`src/rtl/eth_rxstat_pkg.sv`:
```
// Shared definitions for the receive-status write-back block.
// Holds the write-back FSM state type, FIFO sizing and the bit layout of the
// 32-bit status word, plus a helper that packs a status word.
package eth_rxstat_pkg;

    typedef enum logic [1:0] {
        StIdle,
        StReq,
        StGap
    } wbState_e;

    localparam int unsigned FifoDepth = 4;
    localparam int unsigned PtrWidth  = 2;
    localparam int unsigned CntWidth  = 3;

    // Status word bit positions
    localparam int unsigned BitByteCntHi = 31;
    localparam int unsigned BitByteCntLo = 16;
    localparam int unsigned BitCrcErr    = 8;
    localparam int unsigned BitDribble   = 7;
    localparam int unsigned BitTooBig    = 6;
    localparam int unsigned BitShort     = 5;
    localparam int unsigned BitInvSym    = 4;
    localparam int unsigned BitLateCol   = 3;
    localparam int unsigned BitMRxErr    = 2;
    localparam int unsigned BitOverrun   = 1;
    localparam int unsigned BitGood      = 0;

    // flags order: {crc, dribble, tooBig, short, invSym, lateCol, mrxErr}
    function automatic logic [31:0] packStatus(input logic [15:0] byteCnt,
                                               input logic [6:0]  flags,
                                               input logic        overrun);
        logic [31:0] w;
        w = '0;
        w[BitByteCntHi:BitByteCntLo] = byteCnt;
        w[BitCrcErr:BitMRxErr]       = flags;
        w[BitOverrun]                = overrun;
        w[BitGood]                   = ~|flags;
        return w;
    endfunction

endpackage

```
`src/rtl/eth_rxstatus_ctrl_if.sv`:
```
// Status write-back handshake bundle.
//   StatWrReq  : request, driven by the status controller
//   StatWrData : 32-bit status word, stable while StatWrReq=1
//   StatWrAck  : accept from the consumer, pops the entry
interface eth_rxstatus_ctrl_if;
    logic        StatWrReq;
    logic        StatWrAck;
    logic [31:0] StatWrData;

    modport master (output StatWrReq, output StatWrData, input StatWrAck);
    modport slave  (input StatWrReq, input StatWrData, output StatWrAck);
endinterface

```
`src/rtl/eth_rxstat_fifo.sv`:
```
// 4x32 status FIFO with wrapping 2-bit pointers.
//   MRxClk, Resetn : clock, async active-low reset (clears storage too)
//   push, wrData   : write request and word; ignored when full unless popping
//   pop            : read request; ignored when empty
//   rdData         : current head word
//   count, full, empty : occupancy
module eth_rxstat_fifo
    import eth_rxstat_pkg::*;
(
    input  logic                MRxClk,
    input  logic                Resetn,
    input  logic                push,
    input  logic                pop,
    input  logic [31:0]         wrData,
    output logic [31:0]         rdData,
    output logic [CntWidth-1:0] count,
    output logic                full,
    output logic                empty
);

    logic [31:0]         mem [FifoDepth];
    logic [PtrWidth-1:0] wrPtrQ, rdPtrQ;
    logic [CntWidth-1:0] cntQ;
    logic                doPush, doPop;

    assign full   = (cntQ == CntWidth'(FifoDepth));
    assign empty  = (cntQ == '0);
    assign doPop  = pop && !empty;
    // A pop in the same cycle frees the slot the full-FIFO push writes into.
    assign doPush = push && (!full || doPop);
    assign rdData = mem[rdPtrQ];
    assign count  = cntQ;

    always_ff @(posedge MRxClk or negedge Resetn) begin
        if (!Resetn) begin
            for (int unsigned i = 0; i < FifoDepth; i++) begin
                mem[i] <= '0;
            end
            wrPtrQ <= '0;
            rdPtrQ <= '0;
            cntQ   <= '0;
        end else begin
            if (doPush) begin
                mem[wrPtrQ] <= wrData;
                wrPtrQ      <= wrPtrQ + 1'b1;
            end
            if (doPop) begin
                rdPtrQ <= rdPtrQ + 1'b1;
            end
            case ({doPush, doPop})
                2'b10:   cntQ <= cntQ + 1'b1;
                2'b01:   cntQ <= cntQ - 1'b1;
                default: cntQ <= cntQ;
            endcase
        end
    end

endmodule

```
`src/rtl/eth_rxstatus_ctrl.sv`:
```
// Receive frame status queue and write-back controller.
// Each LoadRxStatus pulse packs the frame status into a 32-bit word and queues
// it in a 4-entry FIFO; a REQ/ACK handshake writes queued words back one by one.
//   MRxClk, Resetn        : clock, async active-low reset
//   LoadRxStatus          : one-cycle pulse, frame status valid
//   RxByteCnt, flag inputs: frame length and status flags
//   statWr                : write-back handshake (StatWrReq/StatWrData/StatWrAck)
//   StatOverrun/Clr       : sticky drop indicator and its clear (set wins)
//   StatCnt               : queued entries, 0..4
//   RxStatIrq/Clr         : interrupt and its clear; only built when the macro
//                           ETH_RXSTAT_IRQ_EN is defined, otherwise tied 0
module eth_rxstatus_ctrl
    import eth_rxstat_pkg::*;
(
    input  logic                MRxClk,
    input  logic                Resetn,
    input  logic                LoadRxStatus,
    input  logic [15:0]         RxByteCnt,
    input  logic                LatchedCrcError,
    input  logic                DribbleNibble,
    input  logic                ReceivedPacketTooBig,
    input  logic                ShortFrame,
    input  logic                InvalidSymbol,
    input  logic                RxLateCollision,
    input  logic                LatchedMRxErr,
    eth_rxstatus_ctrl_if.master statWr,
    output logic                StatOverrun,
    input  logic                StatOverrunClr,
    output logic [CntWidth-1:0] StatCnt,
    output logic                RxStatIrq,
    input  logic                RxStatIrqClr
);

    wbState_e    stateQ, stateD;
    logic [31:0] pushWord, headWord;
    logic        popReq, dropWord, fifoFull, fifoEmpty;
    logic        overrunQ, overrunD;

    assign pushWord = packStatus(RxByteCnt,
                                 {LatchedCrcError, DribbleNibble, ReceivedPacketTooBig,
                                  ShortFrame, InvalidSymbol, RxLateCollision, LatchedMRxErr},
                                 overrunQ);

    assign popReq   = (stateQ == StReq) && statWr.StatWrAck;
    assign dropWord = LoadRxStatus && fifoFull && !popReq;

    eth_rxstat_fifo u_fifo (
        .MRxClk (MRxClk),
        .Resetn (Resetn),
        .push   (LoadRxStatus),
        .pop    (popReq),
        .wrData (pushWord),
        .rdData (headWord),
        .count  (StatCnt),
        .full   (fifoFull),
        .empty  (fifoEmpty)
    );

    always_ff @(posedge MRxClk or negedge Resetn) begin
        if (!Resetn) begin
            stateQ   <= StIdle;
            overrunQ <= 1'b0;
        end else begin
            stateQ   <= stateD;
            overrunQ <= overrunD;
        end
    end

    always_comb begin
        stateD   = stateQ;
        overrunD = overrunQ;
        if (dropWord) begin
            overrunD = 1'b1;
        end else if (StatOverrunClr) begin
            overrunD = 1'b0;
        end
        unique case (stateQ)
            // Looking at the incoming push gives the one-cycle request latency.
            StIdle:  if (!fifoEmpty || LoadRxStatus) stateD = StReq;
            StReq:   if (statWr.StatWrAck) stateD = StGap;
            StGap:   stateD = fifoEmpty ? StIdle : StReq;
            default: stateD = StIdle;
        endcase
    end

    assign statWr.StatWrReq  = (stateQ == StReq);
    assign statWr.StatWrData = headWord;
    assign StatOverrun       = overrunQ;

`ifdef ETH_RXSTAT_IRQ_EN
    logic irqQ, irqSet;

    assign irqSet = (popReq && !headWord[BitGood]) || dropWord;

    always_ff @(posedge MRxClk or negedge Resetn) begin
        if (!Resetn) begin
            irqQ <= 1'b0;
        end else if (irqSet) begin
            irqQ <= 1'b1;
        end else if (RxStatIrqClr) begin
            irqQ <= 1'b0;
        end
    end

    assign RxStatIrq = irqQ;
`else
    logic unusedIrqClr;
    assign unusedIrqClr = RxStatIrqClr;
    assign RxStatIrq    = 1'b0;
`endif

endmodule

```
`src/flat_wrapper.sv`:
```
// flat-port wrapper written by rule: the top's interface ports become plain ports
module eth_rxstatus_ctrl_flat import eth_rxstat_pkg::*;
  (MRxClk, Resetn, LoadRxStatus, RxByteCnt, LatchedCrcError, DribbleNibble, ReceivedPacketTooBig, ShortFrame, InvalidSymbol, RxLateCollision, LatchedMRxErr, StatOverrun, StatOverrunClr, StatCnt, RxStatIrq, RxStatIrqClr, statWr_StatWrReq, statWr_StatWrData, statWr_StatWrAck);
  eth_rxstatus_ctrl_if statWr_i ();
  input  logic MRxClk;
  input  logic Resetn;
  input  logic LoadRxStatus;
  input  logic [15:0] RxByteCnt;
  input  logic LatchedCrcError;
  input  logic DribbleNibble;
  input  logic ReceivedPacketTooBig;
  input  logic ShortFrame;
  input  logic InvalidSymbol;
  input  logic RxLateCollision;
  input  logic LatchedMRxErr;
  output logic StatOverrun;
  input  logic StatOverrunClr;
  output logic [CntWidth-1:0] StatCnt;
  output logic RxStatIrq;
  input  logic RxStatIrqClr;
  output wire logic [$bits(statWr_i.StatWrReq)-1:0] statWr_StatWrReq;
  output wire logic [$bits(statWr_i.StatWrData)-1:0] statWr_StatWrData;
  input wire logic [$bits(statWr_i.StatWrAck)-1:0] statWr_StatWrAck;
  assign statWr_StatWrReq = statWr_i.StatWrReq;
  assign statWr_StatWrData = statWr_i.StatWrData;
  assign statWr_i.StatWrAck = statWr_StatWrAck;
  eth_rxstatus_ctrl u_core (.MRxClk(MRxClk), .Resetn(Resetn), .LoadRxStatus(LoadRxStatus), .RxByteCnt(RxByteCnt), .LatchedCrcError(LatchedCrcError), .DribbleNibble(DribbleNibble), .ReceivedPacketTooBig(ReceivedPacketTooBig), .ShortFrame(ShortFrame), .InvalidSymbol(InvalidSymbol), .RxLateCollision(RxLateCollision), .LatchedMRxErr(LatchedMRxErr), .statWr(statWr_i), .StatOverrun(StatOverrun), .StatOverrunClr(StatOverrunClr), .StatCnt(StatCnt), .RxStatIrq(RxStatIrq), .RxStatIrqClr(RxStatIrqClr));
endmodule
```
`config.mk`:
```
export PLATFORM = sky130hd
export DESIGN_NAME = eth_rxstatus_ctrl_flat
export DESIGN_NICKNAME = d
export VERILOG_FILES = /design/src/rtl/eth_rxstat_pkg.sv /design/src/rtl/eth_rxstatus_ctrl_if.sv /design/src/rtl/eth_rxstat_fifo.sv /design/src/rtl/eth_rxstatus_ctrl.sv /design/src/flat_wrapper.sv
export SDC_FILE = /design/constraint.sdc
export NUM_CORES = 1
export LEC_CHECK = 0
export CAP_MARGIN = 20
export CORE_ASPECT_RATIO = 1.25
export CORE_UTILIZATION = 57
export DETAILED_ROUTE_END_ITERATION = 16
export PLACE_DENSITY = 0.8
export SYNTH_ARGS = -nofsm -noshare
export SYNTH_HDL_FRONTEND = slang
export SYNTH_HIERARCHICAL = 1
export SYNTH_SLANG_ARGS = --single-unit
```
`constraint.sdc`:
```
create_clock -name MRxClk -period 3 [get_ports MRxClk]
set_input_delay 0.3 -clock MRxClk [delete_from_list [all_inputs] [get_ports MRxClk]]
set_output_delay 0.3 -clock MRxClk [all_outputs]
set_load 0.02 [all_outputs]
```
Fig. 1: the metal 2 layer
The bar under the picture is 20 um long.
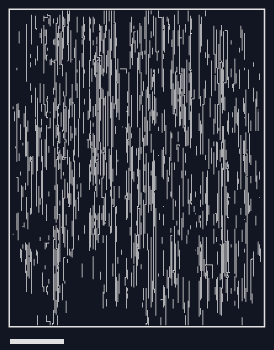
The wires run mostly vertical. 482 nets have wire on it. The layer carries 6280 um of wire. The layer holds 53% of the routed length.
WL final: 11.8 mm
GR Util met2: 0.399
vias after detailed routing: 3430

==> impl_metrics.csv <==
group,metric,value,unit
clock_network,cts.path.max_buffers,2,
power,power_frac_seq,0.341,
final_layout,fin_area,7630,um2
worst_setup_path,slowest_stage,"mux4_2",
sta,setup_slack,0.438,ns
sta,finalCritPeriodShare,0.854,
detailed_routing,first_pass_iters,4,
worst_hold_path,hold_path.class,"reg -> reg",
final_layout,largest_reg_flops,128,
global_routing,grt_max_degree,92,
job,cap_violations,0,
final_layout,instances_no_fill,612,
job,tool_warnings,30,
worst_setup_path,rr_startpoint,"u_core/stateQ[0]",
yosys,postSynthAreaPerCell,16.8,um2
yosys,synth_area,6140,um2
yosys,aoi_share,0.00347,
final_layout,seq_share,0.453,
placed_design,io_buffers,64,
yosys,synthTopLogicFamily,"multiplexers",
yosys,synth-xor-area-share,0.00856,
sta,tns,0,ns
power,combPwrFrac,0.444,
sta,timing.hold.ws,0.448,ns
final_layout,flops,138,
detailed_routing,viasPerCell,5.60,
status,status,"completed",
yosys,synthFlopType,"dfrtp_1",
worst_setup_path,rr_endpoint,"u_core/u_fifo/count[2]",
worst_setup_path,crit_family,"buffers and inverters",
sta,fin_crit,2.56,ns
detailed_routing,wl_per_cell,19.2,um
power,pg_comb,4310,uW
global_routing,use_met3,0.0575,
final_layout,nonClkBufAreaFrac,0.102,
detailed_routing,topRoutingLayerUsed,"met4",
Fig. 2: clock network drawn from the DEF
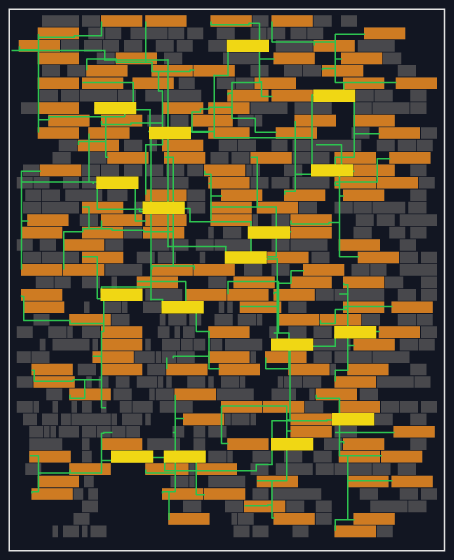
Key: flip-flops = orange [count 138]; clock drivers = yellow [count 17]; clock wires = green [length 1560 um]
Position of the flops: widely spread.
clock share of power: 0.215
clk pwr: 2080 uW
Insertion Delay late pin: 0.41 ns
clk_skew: 0.0112 ns

Power and IR drop assume default switching activity.
